<file path="config.mk">
export PLATFORM = sky130hd
export DESIGN_NAME = pcie_irq_sched
export DESIGN_NICKNAME = d
export VERILOG_FILES = /design/src/rtl/pcie_irq_sched.sv
export SDC_FILE = /design/constraint.sdc
export NUM_CORES = 1
export LEC_CHECK = 0
export CORE_AREA = 2 2 72 74
export CTS_CLUSTER_DIAMETER = 40
export DETAILED_ROUTE_END_ITERATION = 16
export DIE_AREA = 0 0 74 76
export GPL_ROUTABILITY_DRIVEN = 0
export PLACE_DENSITY = 0.72
export SLEW_MARGIN = 10
export SYNTH_ARGS = -nofsm -noshare
export SYNTH_HDL_FRONTEND = slang
export SYNTH_SLANG_ARGS = --single-unit
</file>
<file path="constraint.sdc">
create_clock -name pcie_user_clk -period 9.1 [get_ports pcie_user_clk]
set_clock_uncertainty 0.1 [all_clocks]
set_input_delay 1.82 -clock pcie_user_clk [delete_from_list [all_inputs] [get_ports pcie_user_clk]]
set_output_delay 1.82 -clock pcie_user_clk [all_outputs]
set_load 0.1 [all_outputs]
</file>
<file path="src/rtl/pcie_irq_sched.sv">
// Interrupt scheduler: round-robin MSI issue per requester with re-arm on idle,
// or single shared legacy INTx assert/deassert handshake.
module pcie_irq_sched #(
  parameter int unsigned C_IRQ_NUM = 8
) (
  input  logic                 pcie_user_clk,
  input  logic                 pcie_user_rst_n,
  input  logic                 cfg_interrupt_msi_enable,
  input  logic [2:0]           cfg_interrupt_msi_mmenable,
  input  logic [C_IRQ_NUM-1:0] irq_pend,
  output logic                 pcie_msi_irq_set,
  output logic                 pcie_legacy_irq_set,
  output logic                 pcie_legacy_irq_clear,
  output logic [8:0]           pcie_irq_vector,
  input  logic                 pcie_irq_done,
  output logic                 irq_busy
);

  localparam int unsigned LG_W = (C_IRQ_NUM > 1) ? $clog2(C_IRQ_NUM) : 1;
  localparam logic [LG_W:0] L_N = (LG_W+1)'(C_IRQ_NUM);

  typedef enum logic [2:0] {
    S_IDLE,
    S_MSI_ISSUE,
    S_MSI_WAIT,
    S_LEG_ISSUE,
    S_LEG_HOLD,
    S_LEG_CLEAR
  } state_t;

  state_t                 r_state;
  logic [C_IRQ_NUM-1:0]   r_armed;
  logic [LG_W-1:0]        r_last_grant;
  logic                   r_msi_set;
  logic                   r_leg_set;
  logic                   r_leg_clear;
  logic [8:0]             r_vector;
  logic                   r_busy;

  logic [C_IRQ_NUM-1:0]   w_elig;
  logic [C_IRQ_NUM-1:0]   w_rearmed;
  logic [C_IRQ_NUM-1:0]   w_onehot;
  logic                   w_found;
  logic [LG_W-1:0]        w_grant;
  logic [LG_W:0]          w_sum;
  logic [2:0]             w_mme;
  logic [8:0]             w_mask;
  logic [8:0]             w_vec;

  assign w_elig    = irq_pend & r_armed;
  assign w_rearmed = r_armed | ~irq_pend;
  assign w_onehot  = C_IRQ_NUM'(1) << w_grant;

  // Round-robin: first eligible index after last_grant, wrapping at C_IRQ_NUM.
  always_comb begin
    w_found = 1'b0;
    w_grant = r_last_grant;
    w_sum   = '0;
    for (int unsigned k = 1; k <= C_IRQ_NUM; k++) begin
      w_sum = {1'b0, r_last_grant} + (LG_W+1)'(k);
      if (w_sum >= L_N) begin
        w_sum = w_sum - L_N;
      end
      if (!w_found && w_elig[LG_W'(w_sum)]) begin
        w_found = 1'b1;
        w_grant = LG_W'(w_sum);
      end
    end
  end

  assign w_mme  = (cfg_interrupt_msi_mmenable > 3'd5) ? 3'd5 : cfg_interrupt_msi_mmenable;
  assign w_mask = (9'd1 << w_mme) - 9'd1;
  assign w_vec  = 9'(w_grant) & w_mask;

  always_ff @(posedge pcie_user_clk or negedge pcie_user_rst_n) begin
    if (!pcie_user_rst_n) begin
      r_state      <= S_IDLE;
      r_armed      <= '1;
      r_last_grant <= LG_W'(C_IRQ_NUM - 1);
      r_msi_set    <= 1'b0;
      r_leg_set    <= 1'b0;
      r_leg_clear  <= 1'b0;
      r_vector     <= '0;
      r_busy       <= 1'b0;
    end else begin
      r_armed   <= w_rearmed;
      r_msi_set <= 1'b0;
      r_leg_set <= 1'b0;
      case (r_state)
        S_IDLE: begin
          if (cfg_interrupt_msi_enable) begin
            if (w_found) begin
              r_state      <= S_MSI_ISSUE;
              r_msi_set    <= 1'b1;
              r_last_grant <= w_grant;
              r_vector     <= w_vec;
              r_armed      <= w_rearmed & ~w_onehot;
              r_busy       <= 1'b1;
            end
          end else if (|irq_pend) begin
            r_state   <= S_LEG_ISSUE;
            r_leg_set <= 1'b1;
            r_vector  <= '0;
            r_busy    <= 1'b1;
          end
        end
        S_MSI_ISSUE: r_state <= S_MSI_WAIT;
        S_MSI_WAIT: begin
          if (pcie_irq_done) begin
            r_state <= S_IDLE;
            r_busy  <= 1'b0;
          end
        end
        S_LEG_ISSUE: r_state <= S_LEG_HOLD;
        S_LEG_HOLD: begin
          if (irq_pend == '0) begin
            r_state     <= S_LEG_CLEAR;
            r_leg_clear <= 1'b1;
          end
        end
        S_LEG_CLEAR: begin
          if (pcie_irq_done) begin
            r_state     <= S_IDLE;
            r_leg_clear <= 1'b0;
            r_busy      <= 1'b0;
          end
        end
        default: begin
          r_state     <= S_IDLE;
          r_leg_clear <= 1'b0;
          r_busy      <= 1'b0;
        end
      endcase
    end
  end

  assign pcie_msi_irq_set      = r_msi_set;
  assign pcie_legacy_irq_set   = r_leg_set;
  assign pcie_legacy_irq_clear = r_leg_clear;
  assign pcie_irq_vector       = r_vector;
  assign irq_busy              = r_busy;

endmodule

</file>
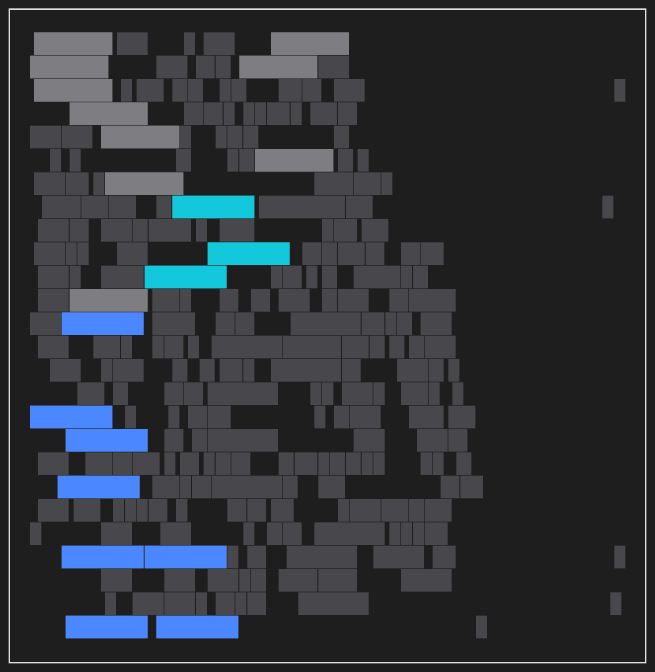
Figure 1: run 1, sequential cells colored by netlist name.
Other sequential cells in the stronger gray, the rest of the logic in the fainter gray.
- r_last_grant: cyan (placed flops 3)
- r_armed: blue (placed flops 8; where lower left)
- not colored: 10

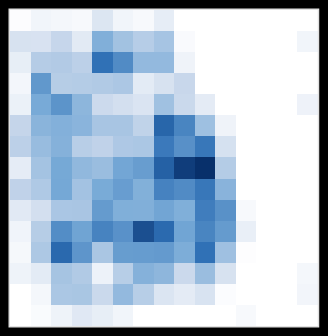
Figure 2: run 1, signal metal coverage by tile.
15 x 15 tiles, from white (low) to dark blue (high), scaled to the fullest tile. Values are wire area over tile area, all layers added.
- fullest tile: 0.60
- mean over tiles: 0.14
- densest ninth of the die: center
- emptiest ninth of the die: upper right

==> results.sh, run 1 <==
# yosys + openroad results
export IMPL_startpoint="irq_pend[5]"
export IMPL_crit_cells=9
export IMPL_slowest_delay_ns=0.66
export IMPL_yosys_area_share_simple=0.195
export IMPL_dieArea_um2=5620
export IMPL_final_area_um2=2340
export IMPL_ys_warn_count=0
export IMPL_antenna_found_initial=0
export IMPL_n_multi_input_combinational_cell=188
export IMPL_area_leaders="dfstp_2 (14%), dfrtp_1 (12%), mux4_2 (9.7%)"
export IMPL_timing_final_crit_share=0.526
export IMPL_ff_type="dfstp_2"
export IMPL_mux_area_frac=0.149
export IMPL_final_core_util=0.477
export IMPL_status="finished clean"
export IMPL_antenna_cells=0
export IMPL_grt_overflow=0
export IMPL_post_synth_inst_count=239
export IMPL_clkLatencyLatePin_ns=0.25
export IMPL_async_reset_ff_frac=1.00
export IMPL_critical_path_cell_chain="clkdlybuf4s50_1, and2_1, a21boi_0, mux4_2, o211a_1, nor3b_4, a31oi_2, nand2_1, o32a_1"
export IMPL_yosysUniqueCellTypes=61
export IMPL_r2r_cells=8
export IMPL_vias=1892
export IMPL_clk_pin_slew_ns=0.07
export IMPL_cts_tree="built"
export IMPL_hp_start="r_armed[3]"
export IMPL_layoutNonFillerInstCount=322
export IMPL_holdCritPathClass="register to register"
export IMPL_routed_wl_met2_um=2580
export IMPL_antenna_left=0
export IMPL_post_drt_via_cell_ratio=5.88
export IMPL_crit_buf_inv=1
export IMPL_hold_slack_ns=0.369
export IMPL_cts_root_buf="clkbuf_8"
export IMPL_adder_share=0.0180
export IMPL_syn_area_um2=2090
export IMPL_crit_slowest_cell="a31oi_2"
export IMPL_min_to="r_armed[3]"
export IMPL_layout_nets=271
export IMPL_final_max_slew_violation_count=0
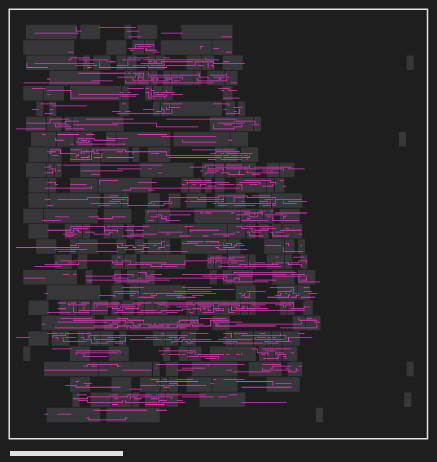
Figure 3: run 1, met1 routing.
Bar = 20 um. Cells faint in the background.
- wire length on this layer: 2150 um
- longest straight run: 19.3 um

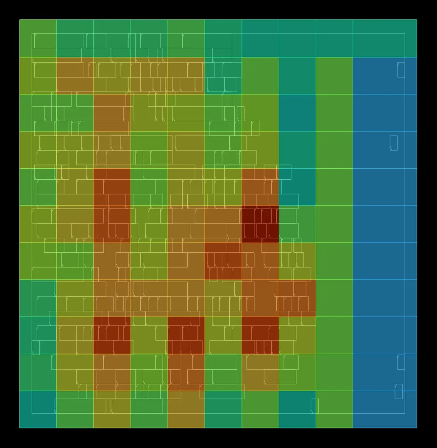
Figure 4: run 1, track usage over the die.
met3 GRT Util: 0.0146
met1 usage: 0.258
GR peak layer: met2
Total GRT Usage: 0.189
met2 usage in global routing: 0.316

Figure 5. Wiring by layer (run 1).
Bar = 20 um. Only two layers are drawn.
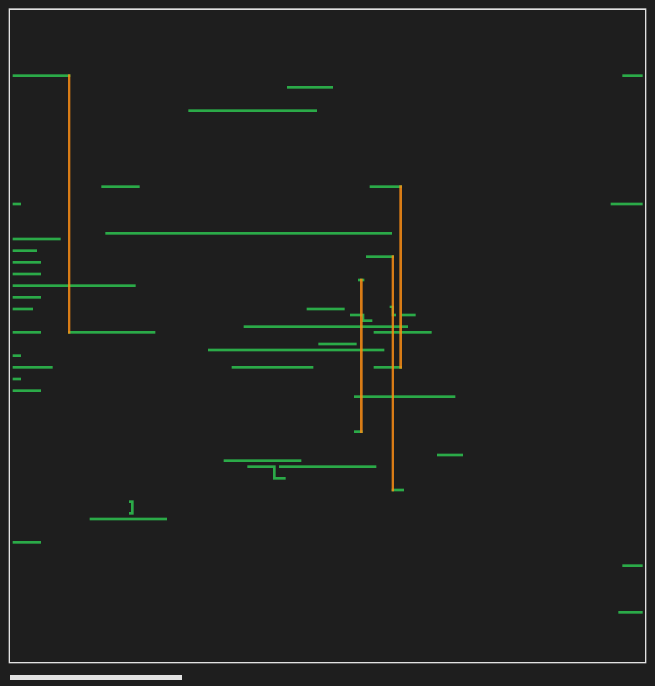

==> run 1 -> run 2 <==
==> constraint.sdc (replaced) <==
create_clock -name pcie_user_clk -period 4.8 [get_ports pcie_user_clk]
set_clock_uncertainty 0.1 [all_clocks]
set_input_delay 0.96 -clock pcie_user_clk [delete_from_list [all_inputs] [get_ports pcie_user_clk]]
set_output_delay 0.96 -clock pcie_user_clk [all_outputs]
set_load 0.1 [all_outputs]
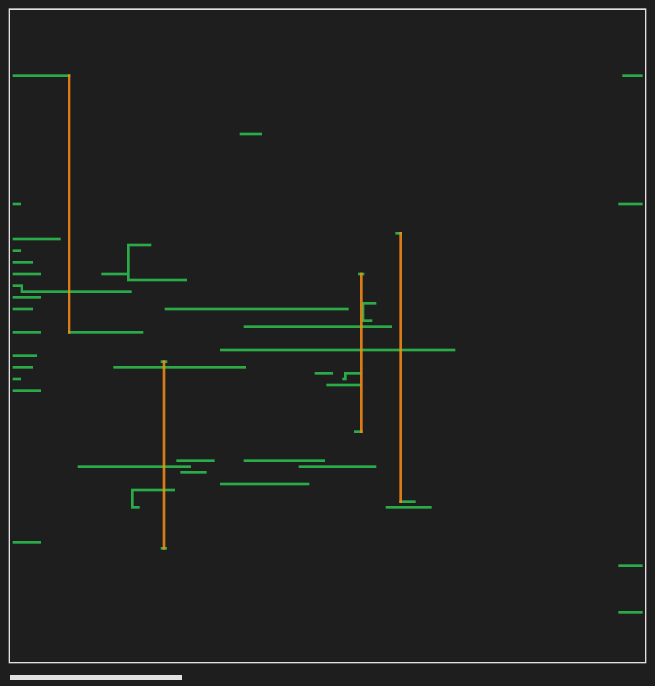
Figure 6: run 2, wiring by layer.
Bar = 20 um. Only two layers are drawn.
- metal 3: green (wire length 245 um)
- metal 4: orange (wire length 101 um)

==> results.sh, run 2 <==
# yosys + openroad results
export IMPL_layoutNonFillerInstCount=322
export IMPL_ff_type="dfstp_2"
export IMPL_post_drt_via_cell_ratio=5.89
export IMPL_grt_util_met3=0.0185
export IMPL_yosysTopAreaCell="dfstp_2"
export IMPL_area_leaders="dfstp_2 (14%), dfrtp_1 (12%), mux4_2 (9.7%)"
export IMPL_n_multi_input_combinational_cell=188
export IMPL_status="finished clean"
export IMPL_routed_wl_met2_um=2580
export IMPL_comb_area_um2=1390
export IMPL_dieArea_um2=5620
export IMPL_busiest_layer="met2"
export IMPL_antenna_found_initial=0
export IMPL_crit_cells=8
export IMPL_crit_buf_inv=1
export IMPL_critical_path_cell_chain="inv_4, ha_1, mux4_2, o211a_1, nor3b_4, a31oi_2, nand2_1, o32a_1"
export IMPL_layout_nets=271
export IMPL_final_core_util=0.477
export IMPL_row_count=26
export IMPL_r2r_cells=8
export IMPL_grt_overflow=0
export IMPL_ys_warn_count=0
export IMPL_ys_sh_aoi=0.253
export IMPL_startpoint="r_last_grant[0]"
export IMPL_async_reset_ff_frac=1.00
export IMPL_timing_final_crit_share=0.813
export IMPL_hold_slack_ns=0.373
export IMPL_cts_tree="built"
export IMPL_r2r_start="r_last_grant[0]"
export IMPL_gr_usage_met1=0.255
export IMPL_antenna_cells=0
export IMPL_vias=1896
export IMPL_syn_to_final_growth_pct=12.4
export IMPL_holdCritPathClass="register to register"
export IMPL_nonClkBufAreaFrac=0.0897
export IMPL_yosysUniqueCellTypes=61
export IMPL_cp_max_fo=19
export IMPL_syn_area_um2=2090
export IMPL_grtUsageMet2=0.313
export IMPL_slowest_delay_ns=0.78
export IMPL_mux_area_frac=0.149
export IMPL_antenna_left=0
export IMPL_min_to="r_armed[3]"
export IMPL_hp_start="r_armed[3]"
export IMPL_final_max_slew_violation_count=0
export IMPL_syn_area_per_cell_um2=8.73
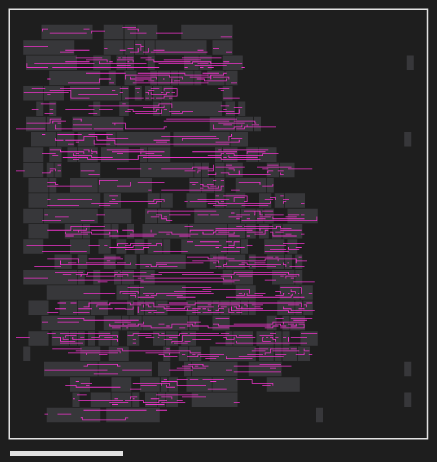
Figure 7: run 2, met1 routing.
Bar = 20 um. Cells faint in the background.
- nets with wire on the layer: 240
- wire length on this layer: 2150 um
- share of all routed wire: 42%
- main direction: horizontal

Figure 8. Signal metal coverage by tile (run 2).
15 x 15 tiles, from white (low) to dark blue (high), scaled to the fullest tile. Values are wire area over tile area, all layers added.
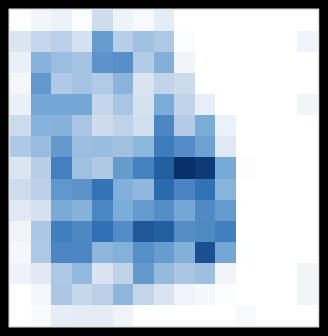

==> run 2 -> run 3 <==
==> constraint.sdc (replaced) <==
create_clock -name pcie_user_clk -period 4 [get_ports pcie_user_clk]
set_clock_uncertainty 0.1 [all_clocks]
set_input_delay 0.8 -clock pcie_user_clk [delete_from_list [all_inputs] [get_ports pcie_user_clk]]
set_output_delay 0.8 -clock pcie_user_clk [all_outputs]
set_load 0.1 [all_outputs]
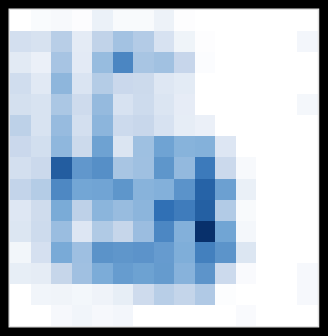
Figure 9: run 3, signal metal coverage by tile.
15 x 15 tiles, from white (low) to dark blue (high), scaled to the fullest tile. Values are wire area over tile area, all layers added.
- densest ninth of the die: center
- fullest tile: 0.71
- emptiest ninth of the die: upper right
- nearly empty tiles: 32%
- mean over tiles: 0.15

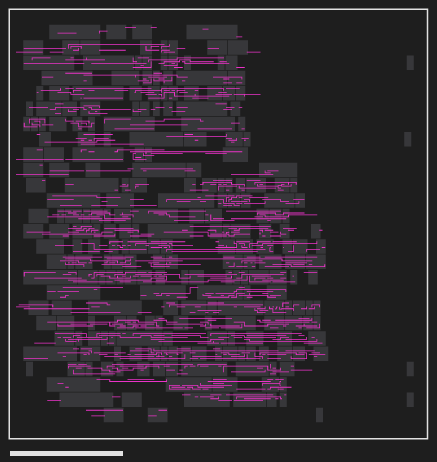
Figure 10: run 3, met1 routing.
Bar = 20 um. Cells faint in the background.
- nets with wire on the layer: 248
- longest straight run: 22.8 um
- main direction: horizontal
- share of all routed wire: 42%
- wire length on this layer: 2190 um

==> results.sh, run 3 <==
# yosys + openroad results
export IMPL_comb_area_um2=1390
export IMPL_hold_viol=0
export IMPL_ys_sh_aoi=0.253
export IMPL_layout_nets=277
export IMPL_initial_core_util=0.425
export IMPL_syn_area_per_cell_um2=8.73
export IMPL_critical_path_cell_chain="clkdlybuf4s50_1, and2_1, a21boi_0, mux4_2, o211a_1, nor3b_4, a31oi_2, nand2_1, o32a_1"
export IMPL_cts_tree="built"
export IMPL_antenna_found_initial=0
export IMPL_hp_start="r_armed[7]"
export IMPL_yosysTopAreaCell="dfstp_2"
export IMPL_ys_warn_count=0
export IMPL_yosys_area_share_simple=0.195
export IMPL_busiest_layer="met2"
export IMPL_final_max_slew_violation_count=0
export IMPL_dieArea_um2=5620
export IMPL_routed_wl_met2_um=2570
export IMPL_min_to="r_armed[7]"
export IMPL_cts_root_buf="clkbuf_8"
export IMPL_grt_util_met3=0.0265
export IMPL_dr_first_iter_drc_count=151
export IMPL_post_drt_via_cell_ratio=5.92
export IMPL_clk_pin_slew_ns=0.07
export IMPL_syn_to_final_growth_pct=14.5
export IMPL_cp_max_fo=9
export IMPL_vias=1943
export IMPL_grt_overflow=0
export IMPL_slowest_delay_ns=0.56
export IMPL_yosysUniqueCellTypes=61
export IMPL_nonClkBufAreaFrac=0.107
export IMPL_adder_share=0.0180
export IMPL_crit_buf_inv=1
export IMPL_status="finished clean"
export IMPL_r2r_cells=9
export IMPL_cap_violations=0
export IMPL_grtUsageMet2=0.311
export IMPL_layoutNonFillerInstCount=328
export IMPL_xor_area_frac=0.0408
export IMPL_post_synth_inst_count=239
export IMPL_mux_area_frac=0.149
export IMPL_syn_area_um2=2090
export IMPL_gr_usage_met1=0.263
export IMPL_holdCritPathClass="register to register"
export IMPL_hold_slack_ns=0.371
export IMPL_crit_cells=9
export IMPL_final_core_util=0.486
export IMPL_clock_cell_area_share=0.0194
export IMPL_dp_slack_ns=0.264
export IMPL_clkLatencyLatePin_ns=0.27
export IMPL_row_count=26
export IMPL_numSynthFlops=21
export IMPL_crit_slowest_cell="mux4_2"
export IMPL_final_area_um2=2390
export IMPL_dp_cells=324
export IMPL_antenna_left=0
export IMPL_inv_count=18
export IMPL_area_leaders="dfstp_2 (14%), dfrtp_1 (12%), mux4_2 (9.7%)"
export IMPL_grt_usage=0.193
export IMPL_startpoint="irq_pend[7]"
export IMPL_antenna_cells=0
export IMPL_lay_top_cells="nand2_1 (25), clkdlybuf4s50_1 (21), nor2_1 (19)"
export IMPL_async_reset_ff_frac=1.00
export IMPL_r2r_start="r_last_grant[1]"
export IMPL_post_cts_buffers=0
export IMPL_ff_type="dfstp_2"
export IMPL_timing_final_crit_share=0.874
export IMPL_worst_pin_slew_ns=0.976
